--- config.mk ---
export PLATFORM = sky130hd
export DESIGN_NAME = cpu_core
export DESIGN_NICKNAME = d
export VERILOG_FILES = /design/src/rtl/cpu_pkg.sv /design/src/rtl/cpu_alu.sv /design/src/rtl/cpu_core.sv
export SDC_FILE = /design/constraint.sdc
export NUM_CORES = 1
export LEC_CHECK = 0
export CAP_MARGIN = 30
export CORE_UTILIZATION = 46
export DETAILED_ROUTE_END_ITERATION = 7
export GPL_TIMING_DRIVEN = 0
export HOLD_SLACK_MARGIN = 0.03
export PLACE_DENSITY = 0.64
export REMOVE_ABC_BUFFERS = 1
export SLEW_MARGIN = 20
export SYNTH_ARGS = -nofsm -noshare
export SYNTH_HDL_FRONTEND = slang
export SYNTH_SLANG_ARGS = --single-unit
--- constraint.sdc ---
create_clock -name clock -period 12.48 [get_ports clock]
set_input_delay 1.248 -clock clock [delete_from_list [all_inputs] [get_ports clock]]
set_output_delay 1.248 -clock clock [all_outputs]
set_load 0.005 [all_outputs]
--- src/rtl/cpu_pkg.sv ---
// ============================================================================
// Module      : cpu_pkg
// Description : Shared opcode/ext encodings, FSM state and ALU operation types
//               for the multicycle cpu_core. Honours CPU_MULTIPLY_EN.
// Revision    : 1.0 - initial release
// ============================================================================
`default_nettype none

package cpu_pkg;

    localparam logic [3:0] OP_RTYPE = 4'h0;
    localparam logic [3:0] OP_MEM   = 4'h4;
    localparam logic [3:0] OP_ADDI  = 4'h5;
    localparam logic [3:0] OP_BEQZ  = 4'hC;
    localparam logic [3:0] OP_MOVI  = 4'hD;
    localparam logic [3:0] OP_HALT  = 4'hE;

    localparam logic [3:0] EXT_AND  = 4'h1;
    localparam logic [3:0] EXT_OR   = 4'h2;
    localparam logic [3:0] EXT_XOR  = 4'h3;
    localparam logic [3:0] EXT_ADD  = 4'h5;
    localparam logic [3:0] EXT_SUB  = 4'h9;
    localparam logic [3:0] EXT_MOV  = 4'hD;
    localparam logic [3:0] EXT_MUL  = 4'hE;

    localparam logic [3:0] EXT_LOAD = 4'h0;
    localparam logic [3:0] EXT_STOR = 4'h4;
    localparam logic [3:0] EXT_JAL  = 4'h8;

    typedef enum logic [2:0] {
        ST_START     = 3'd0,
        ST_FETCH     = 3'd1,
        ST_DECODE    = 3'd2,
        ST_EXECUTE   = 3'd3,
        ST_MEMORY    = 3'd4,
        ST_WRITEBACK = 3'd5,
        ST_HALT      = 3'd6
    } state_t;

    typedef enum logic [2:0] {
        ALU_AND   = 3'd0,
        ALU_OR    = 3'd1,
        ALU_XOR   = 3'd2,
        ALU_ADD   = 3'd3,
        ALU_SUB   = 3'd4,
        ALU_PASSB = 3'd5,
        ALU_MUL   = 3'd6,
        ALU_NOP   = 3'd7
    } alu_op_t;

    // Register-form ext field to ALU operation; unknown ext values become NOPs.
    function automatic alu_op_t f_rtype_op(input logic [3:0] ext);
        alu_op_t op;
        case (ext)
            EXT_AND: op = ALU_AND;
            EXT_OR:  op = ALU_OR;
            EXT_XOR: op = ALU_XOR;
            EXT_ADD: op = ALU_ADD;
            EXT_SUB: op = ALU_SUB;
            EXT_MOV: op = ALU_PASSB;
`ifdef CPU_MULTIPLY_EN
            EXT_MUL: op = ALU_MUL;
`endif
            default: op = ALU_NOP;
        endcase
        return op;
    endfunction

endpackage

`default_nettype wire

--- src/rtl/cpu_alu.sv ---
// ============================================================================
// Module      : cpu_alu
// Description : Combinational WIDTH-bit ALU; the multiplier exists only when
//               CPU_MULTIPLY_EN is defined.
// Revision    : 1.0 - initial release
// ============================================================================
`default_nettype none

module cpu_alu
    import cpu_pkg::*;
#(
    parameter int WIDTH = 16
) (
    input  logic [WIDTH-1:0] i_a,
    input  logic [WIDTH-1:0] i_b,
    input  alu_op_t          i_op,
    output logic [WIDTH-1:0] o_y
);

    always_comb begin
        o_y = '0;
        case (i_op)
            ALU_AND:   o_y = i_a & i_b;
            ALU_OR:    o_y = i_a | i_b;
            ALU_XOR:   o_y = i_a ^ i_b;
            ALU_ADD:   o_y = i_a + i_b;
            ALU_SUB:   o_y = i_a - i_b;
            ALU_PASSB: o_y = i_b;
`ifdef CPU_MULTIPLY_EN
            ALU_MUL:   o_y = i_a * i_b;
`endif
            default:   o_y = '0;
        endcase
    end

endmodule

`default_nettype wire

--- src/rtl/cpu_core.sv ---
// ============================================================================
// Module      : cpu_core
// Description : Parametrised multicycle core, one instruction in flight, with a
//               request/ready memory port. Optional multiply: CPU_MULTIPLY_EN.
// Revision    : 1.0 - initial release
// ============================================================================
`default_nettype none

module cpu_core
    import cpu_pkg::*;
#(
    parameter int WIDTH     = 16,
    parameter int REGISTERS = 16
) (
    input  logic             clock,
    input  logic             reset,
    input  logic [WIDTH-1:0] memory_read_data,
    input  logic             memory_ready,
    output logic             memory_request,
    output logic             memory_write_enable,
    output logic [WIDTH-1:0] memory_address,
    output logic [WIDTH-1:0] memory_write_data,
    output logic             halted
);

    localparam int C_RIDX_W = (REGISTERS > 1) ? $clog2(REGISTERS) : 1;
    localparam logic [WIDTH-1:0] C_ONE = WIDTH'(1);

    state_t           r_state;
    logic [WIDTH-1:0] r_pc;
    logic [15:0]      r_ir;
    logic [WIDTH-1:0] r_a;
    logic [WIDTH-1:0] r_b;
    logic [WIDTH-1:0] r_mdr;
    logic [WIDTH-1:0] r_regs [REGISTERS];

    logic [3:0]       w_op;
    logic [3:0]       w_rd;
    logic [3:0]       w_ext;
    logic [3:0]       w_rs;
    logic [WIDTH-1:0] w_imm;
    logic             w_is_load;
    logic             w_is_stor;
    logic             w_is_jal;
    alu_op_t          w_alu_op;
    logic [WIDTH-1:0] w_alu_b;
    logic [WIDTH-1:0] w_alu_y;
    logic             w_wr_en;
    logic [WIDTH-1:0] w_wr_data;
    logic             w_wr_ok;

    assign w_op      = r_ir[15:12];
    assign w_rd      = r_ir[11:8];
    assign w_ext     = r_ir[7:4];
    assign w_rs      = r_ir[3:0];
    assign w_imm     = {{(WIDTH-8){r_ir[7]}}, r_ir[7:0]};
    assign w_is_load = (w_op == OP_MEM) && (w_ext == EXT_LOAD);
    assign w_is_stor = (w_op == OP_MEM) && (w_ext == EXT_STOR);
    assign w_is_jal  = (w_op == OP_MEM) && (w_ext == EXT_JAL);

    // Registers at or beyond REGISTERS read as zero.
    function automatic logic [WIDTH-1:0] f_reg_read(input logic [3:0] idx);
        logic [WIDTH-1:0] v;
        v = '0;
        if (int'(idx) < REGISTERS) begin
            v = r_regs[idx[C_RIDX_W-1:0]];
        end
        return v;
    endfunction

    always_comb begin
        w_alu_op = ALU_NOP;
        w_alu_b  = r_b;
        case (w_op)
            OP_RTYPE: w_alu_op = f_rtype_op(w_ext);
            OP_ADDI: begin
                w_alu_op = ALU_ADD;
                w_alu_b  = w_imm;
            end
            OP_MOVI: begin
                w_alu_op = ALU_PASSB;
                w_alu_b  = w_imm;
            end
            default: w_alu_op = ALU_NOP;
        endcase
    end

    cpu_alu #(
        .WIDTH (WIDTH)
    ) u_alu (
        .i_a  (r_a),
        .i_b  (w_alu_b),
        .i_op (w_alu_op),
        .o_y  (w_alu_y)
    );

    // Single register write port shared by EXECUTE and WRITEBACK.
    always_comb begin
        w_wr_en   = 1'b0;
        w_wr_data = w_alu_y;
        if (r_state == ST_EXECUTE) begin
            if (w_is_jal) begin
                w_wr_en   = 1'b1;
                w_wr_data = r_pc;
            end else if (w_alu_op != ALU_NOP) begin
                w_wr_en   = 1'b1;
            end
        end else if (r_state == ST_WRITEBACK) begin
            w_wr_en   = 1'b1;
            w_wr_data = r_mdr;
        end
    end

    assign w_wr_ok = w_wr_en && (int'(w_rd) < REGISTERS);

    always_ff @(posedge clock) begin
        if (reset) begin
            r_state <= ST_START;
            r_pc    <= '0;
            r_ir    <= '0;
            r_a     <= '0;
            r_b     <= '0;
            r_mdr   <= '0;
            for (int i = 0; i < REGISTERS; i++) begin
                r_regs[i] <= '0;
            end
        end else begin
            if (w_wr_ok) begin
                r_regs[w_rd[C_RIDX_W-1:0]] <= w_wr_data;
            end
            case (r_state)
                ST_START: r_state <= ST_FETCH;
                ST_FETCH: begin
                    if (memory_ready) begin
                        r_ir    <= memory_read_data[15:0];
                        r_pc    <= r_pc + C_ONE;
                        r_state <= ST_DECODE;
                    end
                end
                ST_DECODE: begin
                    r_a <= f_reg_read(w_rd);
                    r_b <= f_reg_read(w_rs);
                    if (w_is_load || w_is_stor) begin
                        r_state <= ST_MEMORY;
                    end else if (w_op == OP_HALT) begin
                        r_state <= ST_HALT;
                    end else begin
                        r_state <= ST_EXECUTE;
                    end
                end
                ST_EXECUTE: begin
                    // r_b was latched in DECODE, so JAL with rd == rs jumps to the old rs.
                    if (w_is_jal) begin
                        r_pc <= r_b;
                    end else if ((w_op == OP_BEQZ) && (r_a == '0)) begin
                        r_pc <= r_pc + w_imm;
                    end
                    r_state <= ST_FETCH;
                end
                ST_MEMORY: begin
                    if (memory_ready) begin
                        if (w_is_load) begin
                            r_mdr   <= memory_read_data;
                            r_state <= ST_WRITEBACK;
                        end else begin
                            r_state <= ST_FETCH;
                        end
                    end
                end
                ST_WRITEBACK: r_state <= ST_FETCH;
                ST_HALT:      r_state <= ST_HALT;
                default:      r_state <= ST_START;
            endcase
        end
    end

    // Outputs depend on registered state only, never on memory_ready.
    always_comb begin
        memory_request      = (r_state == ST_FETCH) || (r_state == ST_MEMORY);
        memory_write_enable = (r_state == ST_MEMORY) && w_is_stor;
        memory_address      = '0;
        memory_write_data   = '0;
        if (r_state == ST_FETCH) begin
            memory_address = r_pc;
        end else if (r_state == ST_MEMORY) begin
            memory_address = r_b;
            if (w_is_stor) begin
                memory_write_data = r_a;
            end
        end
        halted = (r_state == ST_HALT);
    end

endmodule

`default_nettype wire

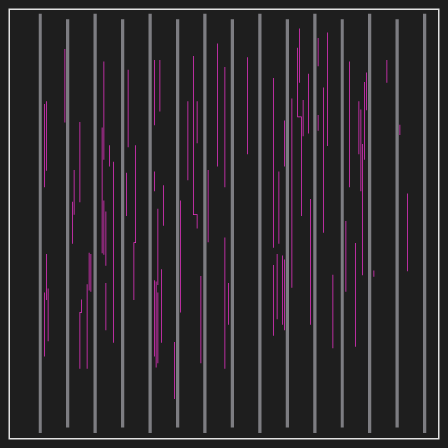
Run 1: the metal 4 layer
Supply wires on this layer in grey.
The longest straight run is 93.2 um. 47 nets have wire on it. The wires run mostly vertical. The layer holds 4.3% of the routed length.

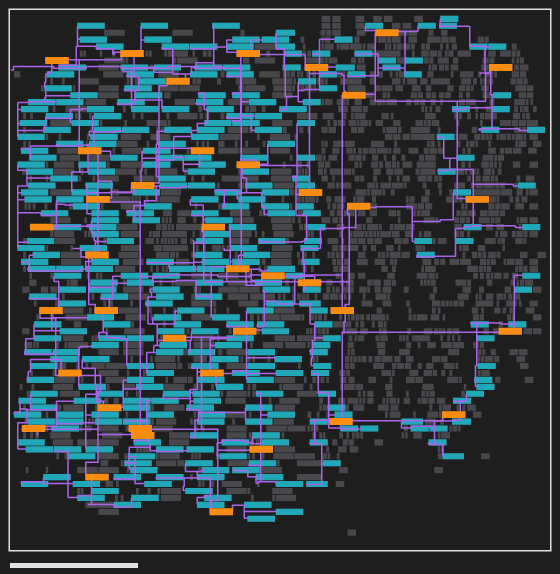
Run 1: clock distribution
The bar under the picture is 50 um long.
Key: clock wires = purple [length 4,770 um]; flip-flops = cyan [count 339]; clock-net drivers = orange [count 39]
Position of the flops: all over the die. There are 40 routed clock nets.

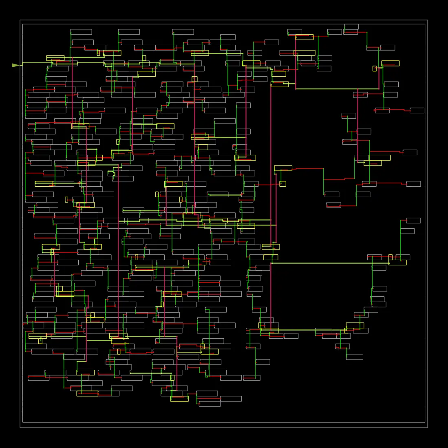
Run 1: clock nets
Flops: 339
Final Skew: 0.0118 ns
Clock Sinks: 339
clock buf count: 48

==> impl_metrics.ini, run 1 <==
; implementation run metrics
[logic_synthesis]
common_cells = 343 x nor2_1, 256 x edfxtp_1, 166 x nand2_1
synthArstFlopShare_pct = 0
yosys.stat.seqShare_pct = 46.3
ff_type = edfxtp_1
logic_family = multiplexers
netlist_area_sq_um = 20200
synthAdderAreaFrac_pct = 4.16
ys_sh_xor_pct = 1.43
synth.cellmix.compoundShare_pct = 10.7
ys.flops = 339
synth.top_cell.area_share_pct = 38.1
most_common_cell = nor2_1
synth_warnings = 0
ys_cells = 1804
ys_types = 79
postSynthCellCount = 1804
synthMuxAreaShare_pct = 19.3
edf_count = 256
synth.area.top_cells = edfxtp_1 38%, mux4_2 18%, dfxtp_1 8.2%, nor2_1 6.4%, ha_1 4.0%

[timing]
worst_pin_slew_ns = 1.05
hold_viol_final = 0
rsz0062_at_grt = false
fmax_mhz = 169
setup_viol = 0
final_max_slew_viol_count = 0
fin_crit_ns = 5.93

[route]
drt-pass1-iter-count = 6
routedLengthMet1_um = 24300
first_iter_violations = 2012
wirelength_um = 64600
antenna_left = 0
wl_met3_um = 5900
drc = 0
route.detailed.wl_per_inst_um = 26.7
via_per_inst = 6.43
wl_met2_um = 31600

[cells_and_area]
syn_to_final_growth_pct = 13.5
fill_cells = 3723
diodes = 0
drive_gt1_share_pct = 17.7
fin_area_sq_um = 22900
layout_top_cell = nor2_1
layout_top_cells = 342 x nor2_1, 256 x edfxtp_1, 166 x nand2_1
finalNonFillerCells = 2419
fin_nets = 1891

[cts]
clock_latency_ns = 0.57
cts_resized = 0
cts_tree = yes
clkSlewWorstSetupHoldPaths_ns = 0.06
cts_buffers = 39
cts_root_buf = clkbuf_16
cts_hold_buf = 0
clk_path_buf_depth = 3
cts_setup_buffers = 0
htree_levels = 2

[status]
outcome = completed

[pwr]
power_density_nw_per_um2 = 123
intPower_w = 0.00206
p_sw_share_pct = 26.7
powerComb_w = 0.000380
seqPwrFrac_pct = 45.8
leakagePower_nw = 7.81
p_clk_w = 0.00115
peakVddDrop_mv = 0.131
switchingPower_w = 0.000751
power_leader = registers

[job]
drv_cap = 0
warnings = 42

[placement]
place.gp.congestion = 0.932
portBuffers = 53
dp_hpwl_um = 43100
postPlaceCellArea_sq_um = 21600
post-place-cells = 2346

[global_route]
grt_overflow = 0
grt.met2_usage_pct = 49.1
use_met3_pct = 4.49
antenna_found_initial = 1
grt_usage_pct = 29.4
grt_pass1_vias = 15200
use_met1_pct = 37.8
grt_pass1_wl_um = 96100

[floorplanning]
fp-utilization_pct = 46.8
chipHeight_um = 212
dieArea_sq_um = 44800
io_pins = 54

[setup_path]
crit_chain = nor4_4 > nand3_2 > a21oi_1 > buf_4 > nor2_1 > xnor2_1 > ha_1 > o21a_1 > o31a_1 > o31ai_1 > o21ai_0 > nand3_1 > nand3_1 > o211ai_1 > buf_4 > a21oi_1
endpoint_kind = register
crit_path_max_fanout = 19
slowest_delay_ns = 0.69
critPathRequiredTime_ns = 12.75
arrival_ns = 6.21
rr_worst_depth = 16
worstSetupPathType = register to register

[worst_hold_path]
min_path_type = register to register
whs_path_depth = 2
-- run 1: worst paths after layout --
check                                             from                      endpoint  slack, ns
worst max-delay path             r_ir[15]$_SDFFE_PP0P_  r_regs[11][13]$_SDFFCE_PN0P_       6.55
worst min-delay path            r_mdr[10]$_SDFFE_PP0P_        r_mdr[10]$_SDFFE_PP0P_       0.51
worst max register to register   r_ir[15]$_SDFFE_PP0P_  r_regs[11][13]$_SDFFCE_PN0P_       6.55
worst min register to register  r_mdr[10]$_SDFFE_PP0P_        r_mdr[10]$_SDFFE_PP0P_       0.51
-- run 1: cell type report --
class	instances	area, sq um	share of cell area (%)
repair buffers	102	1190	5.19
multi-input cells	1280	10200	44.6
flip-flops and latches	339	9370	40.9
well taps	585	732	3.19
clock buffers	48	1020	4.46
inverters	44	165	0.720
clock inverters	21	219	0.955
-- run 1: worst max-delay path, delay by kind of cell, from the launching register on --
kind / cells / cell delay (ns)
flip-flops: 1 / 0.41
buffers and inverters: 2 / 0.58
adder cells (fa/ha/maj): 1 / 0.35
AND/OR/NAND/NOR: 5 / 1.51
XOR/XNOR: 1 / 0.12
AND-OR/OR-AND: 7 / 2.66
-- run 1: sequential cells by signal, summed over array words and instances, names as in the netlist --
register and flops:
r_regs 256, r_pc 16, r_a 16, r_ir 16, r_b 16, r_state 3
r_mdr 16
-- run 1: per-stage QoR --
| stage | worst slack [ns] | power (W) | util [%] | hold slack [ns] |
|---|---|---|---|---|
| final | 6.55 | 0.00282 | 53.1 | 0.512 |
| after detailed placement | 6.43 | 0.00168 | 50.1 | 0.498 |
| after floorplan | 5.96 | 0.00155 | - | 0.454 |
| after global placement | 3.41 | 0.00167 | 48.4 | 0.477 |
| after global routing | 6.24 | 0.00290 | 53.1 | 0.546 |
| after CTS | 6.43 | 0.00282 | 53.0 | 0.512 |
--- run 2 (diff from run 1) ---
PLACE_DENSITY = 0.67   (was 0.64)
clock period = 4.77 ns   (was 12.48 ns; I/O delays follow)
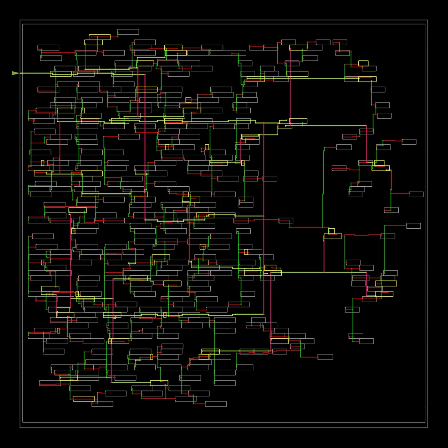
Run 2: clock nets
Late-Pin Clk Latency: 0.58 ns
Clk power: 0.00323 W
clock buf count: 49

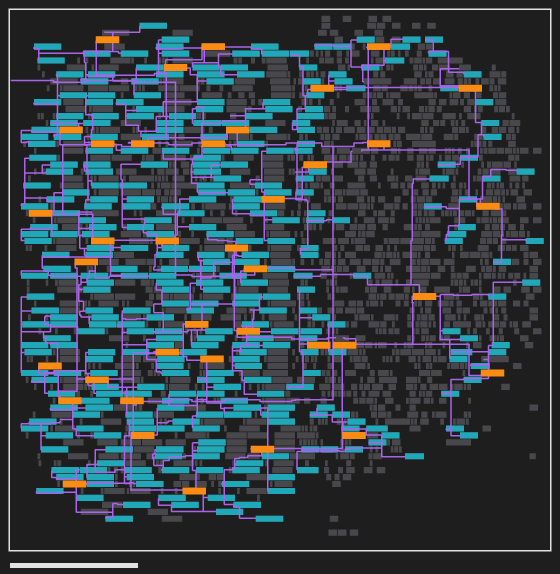
Run 2: clock distribution
The bar under the picture is 50 um long.
Key: clock wires = purple [length 4,560 um]; clock-net drivers = orange [count 38]; flip-flops = cyan [count 339]
There are 39 routed clock nets. Position of the flops: all over the die.

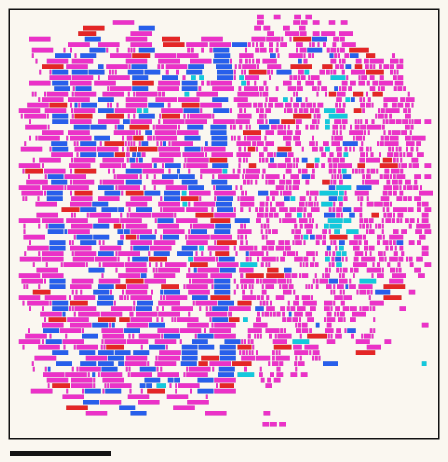
Run 2: cells by drive strength
The bar under the picture is 50 um long.
Key: x2 = blue [cells 235, most used mux4_2]; x6 and larger = red [cells 86, most used clkbuf_16]; x1 and smaller = magenta [cells 1,490, most used nor2_1]; x3 and x4 = cyan [cells 50, most used buf_4]

==> run 2 against run 1 <==
Worst setup slack got worse by 6.5 ns. Die size did not move. Combinational power rose to 2.7 times the previous value. Clock skew rose by 0.0068 ns. Cell count rose by 1.1%. Power rose to 2.7 times the previous value. Synthesized area did not move. Global-route usage barely moved. Sequential share of layout area fell by 0.80 points. Hold slack got worse by 0.17 ns. First-iteration DRC count rose by 3.7%. Cell area rose by 2.1%. Critical endpoint is now r_regs[4][10]$_SDFFCE_PN0P_.
==> impl_metrics.ini, run 2 <==
; implementation run metrics
[logic_synthesis]
synthArstFlopShare_pct = 0
syn_area_per_cell_sq_um = 11.2
synth.area.top_cells = edfxtp_1 38%, mux4_2 18%, dfxtp_1 8.2%, nor2_1 6.4%, ha_1 4.0%
postSynthCellCount = 1804
synth.top_cell.area_share_pct = 38.1
ys.flops = 339
synth_warnings = 0
ff_type = edfxtp_1
most_common_cell = nor2_1
ys_types = 79
ys_cells = 1804
common_cells = 343 x nor2_1, 256 x edfxtp_1, 166 x nand2_1
edf_count = 256
yosys.stat.seqShare_pct = 46.3
netlist_area_sq_um = 20200
ys_chip_area_sq_um = 20200
yosys.area.top_type = edfxtp_1

[timing]
hold_slack_ns = 0.346
layout_setup_ws_ns = 0.0819
rsz0062_at_grt = false
period_used_pct = 98.3
final_max_slew_viol_count = 0
fmax_mhz = 213
setup_viol = 0
worst_clock_skew_ns = 0.0186
fin_crit_ns = 4.69
worst_pin_slew_ns = 1.05
tns_ns = 0
hold_viol_final = 0

[global_route]
antenna_found_initial = 1
grt_start_max_net_pins = 61
grt_overflow = 0
grt_pass1_vias = 15600
grt_usage_pct = 29.3
grt_pass1_wl_um = 96300

[cts]
clk_path_buf_depth = 3
cts_root_buf = clkbuf_16
cts_tree = yes
cts.sinks = 339
cts_hold_buf = 0
clkSlewWorstSetupHoldPaths_ns = 0.07
cts_resized = 14
cts_buffers = 38
htree_levels = 2
cts_setup_buffers = 13

[cells_and_area]
layout_top_cell = nor2_1
drive_gt1_share_pct = 19.9
logic_area_sq_um = 10300
fin_nets = 1917
layout_top_cells = 342 x nor2_1, 256 x edfxtp_1, 163 x nand2_1
largest_reg_flops = 256
fill_cells = 3694
finalNonFillerCells = 2446
syn_to_final_growth_pct = 15.9
seqCellArea_sq_um = 9380
fin_area_sq_um = 23400
diodes = 0
largest-register = r_regs

[floorplanning]
chipHeight_um = 212
dieArea_sq_um = 44800
io_pins = 54
fp-utilization_pct = 46.8
die_width_um = 212
placementRows = 76

[route]
drt-pass1-iter-count = 6
route.detailed.wl_per_inst_um = 26.7
wirelength_um = 65400
via_per_inst = 6.50
first_iter_violations = 2086
antenna_left = 0
drc = 0

[worst_hold_path]
min_path_type = primary input to register

[setup_path]
cp_slowest_cell = a41oi_1
crit_path_start_kind = register
endpoint_kind = register
crit_chain = nor4b_1 > a21oi_1 > a2bb2oi_4 > a41oi_1 > nor3b_1 > nand2_1 > buf_8 > nand2b_2
critPathRequiredTime_ns = 4.97
worstSetupPathType = register to register
crit_path_max_fanout = 27
critical-path-top-delay-family = simple AND/OR/NAND/NOR gates
slowest_delay_ns = 0.76
critPathBufInv = 1
arrival_ns = 4.88

[job]
drv_cap = 0
warnings = 42

[placement]
place.gp.congestion = 0.937
postPlaceCellArea_sq_um = 21600
portBuffers = 53
post-place-cells = 2346
dp_hpwl_um = 42500
dp_slack_ns = -1.34

[status]
outcome = completed

[pwr]
power_density_nw_per_um2 = 326
leakagePower_nw = 8.02
peakVddDrop_mv = 0.275
[run 2: path summary, 6_finish.rpt]
check                                      startpoint                           to  slack [ns]  depth (start not counted)
worst max-delay path             r_ir[5]$_SDFFE_PP0P_  r_regs[4][10]$_SDFFCE_PN0P_        0.08                          8
worst min-delay path                            reset        r_mdr[0]$_SDFFE_PP0P_        0.35                          2
worst max register to register   r_ir[5]$_SDFFE_PP0P_  r_regs[4][10]$_SDFFCE_PN0P_        0.08                          8
worst min register to register  r_mdr[7]$_SDFFE_PP0P_        r_mdr[7]$_SDFFE_PP0P_        0.49                          2
[run 2: stage by stage]
step	power (W)	util [%]
final	0.00764	54.2
after global routing	0.00786	54.2
after CTS	0.00761	53.6
after detailed placement	0.00440	50.1
after global placement	0.00437	48.4
after floorplan	0.00406	-
[run 2: routing by layer]
metal,GRT usage [%],vias to the layer above,routed length [um]
met3,6.32,244,7180
met2,47.4,1032,30800
met4,16.2,2,3590
li1,-,6826,-
met5,0,-,14
met1,36.7,7798,23800
[run 2: final cells by class]
| type | instances | share of cell area [%] |
|---|---|---|
| multi-input cells | 1282 | 44.2 |
| flip-flops and latches | 339 | 40.1 |
| repair buffers | 127 | 6.11 |
| clock buffers | 49 | 4.40 |
| well taps | 585 | 3.13 |
| clock inverters | 20 | 1.41 |
| inverters | 44 | 0.706 |
[run 2: power by group]
group	switching (W)	internal, W
combinational	0.000581	0.000456
clock	0.00126	0.00197
sequential	0.000118	0.00326
total	0.00196	0.00569
[run 2: cells by family after synthesis]
logic type | Yosys count | synth area share (%)
xor+xnor | 33 | 1.43
fa+ha+maj | 66 | 4.16
compound gates | 323 | 10.7
buf+inv | 185 | 3.65
simple gates | 669 | 14.5
flops | 339 | 46.3
mux | 189 | 19.3
Power figures rest on the tool's default switching activity, not on a simulated workload.
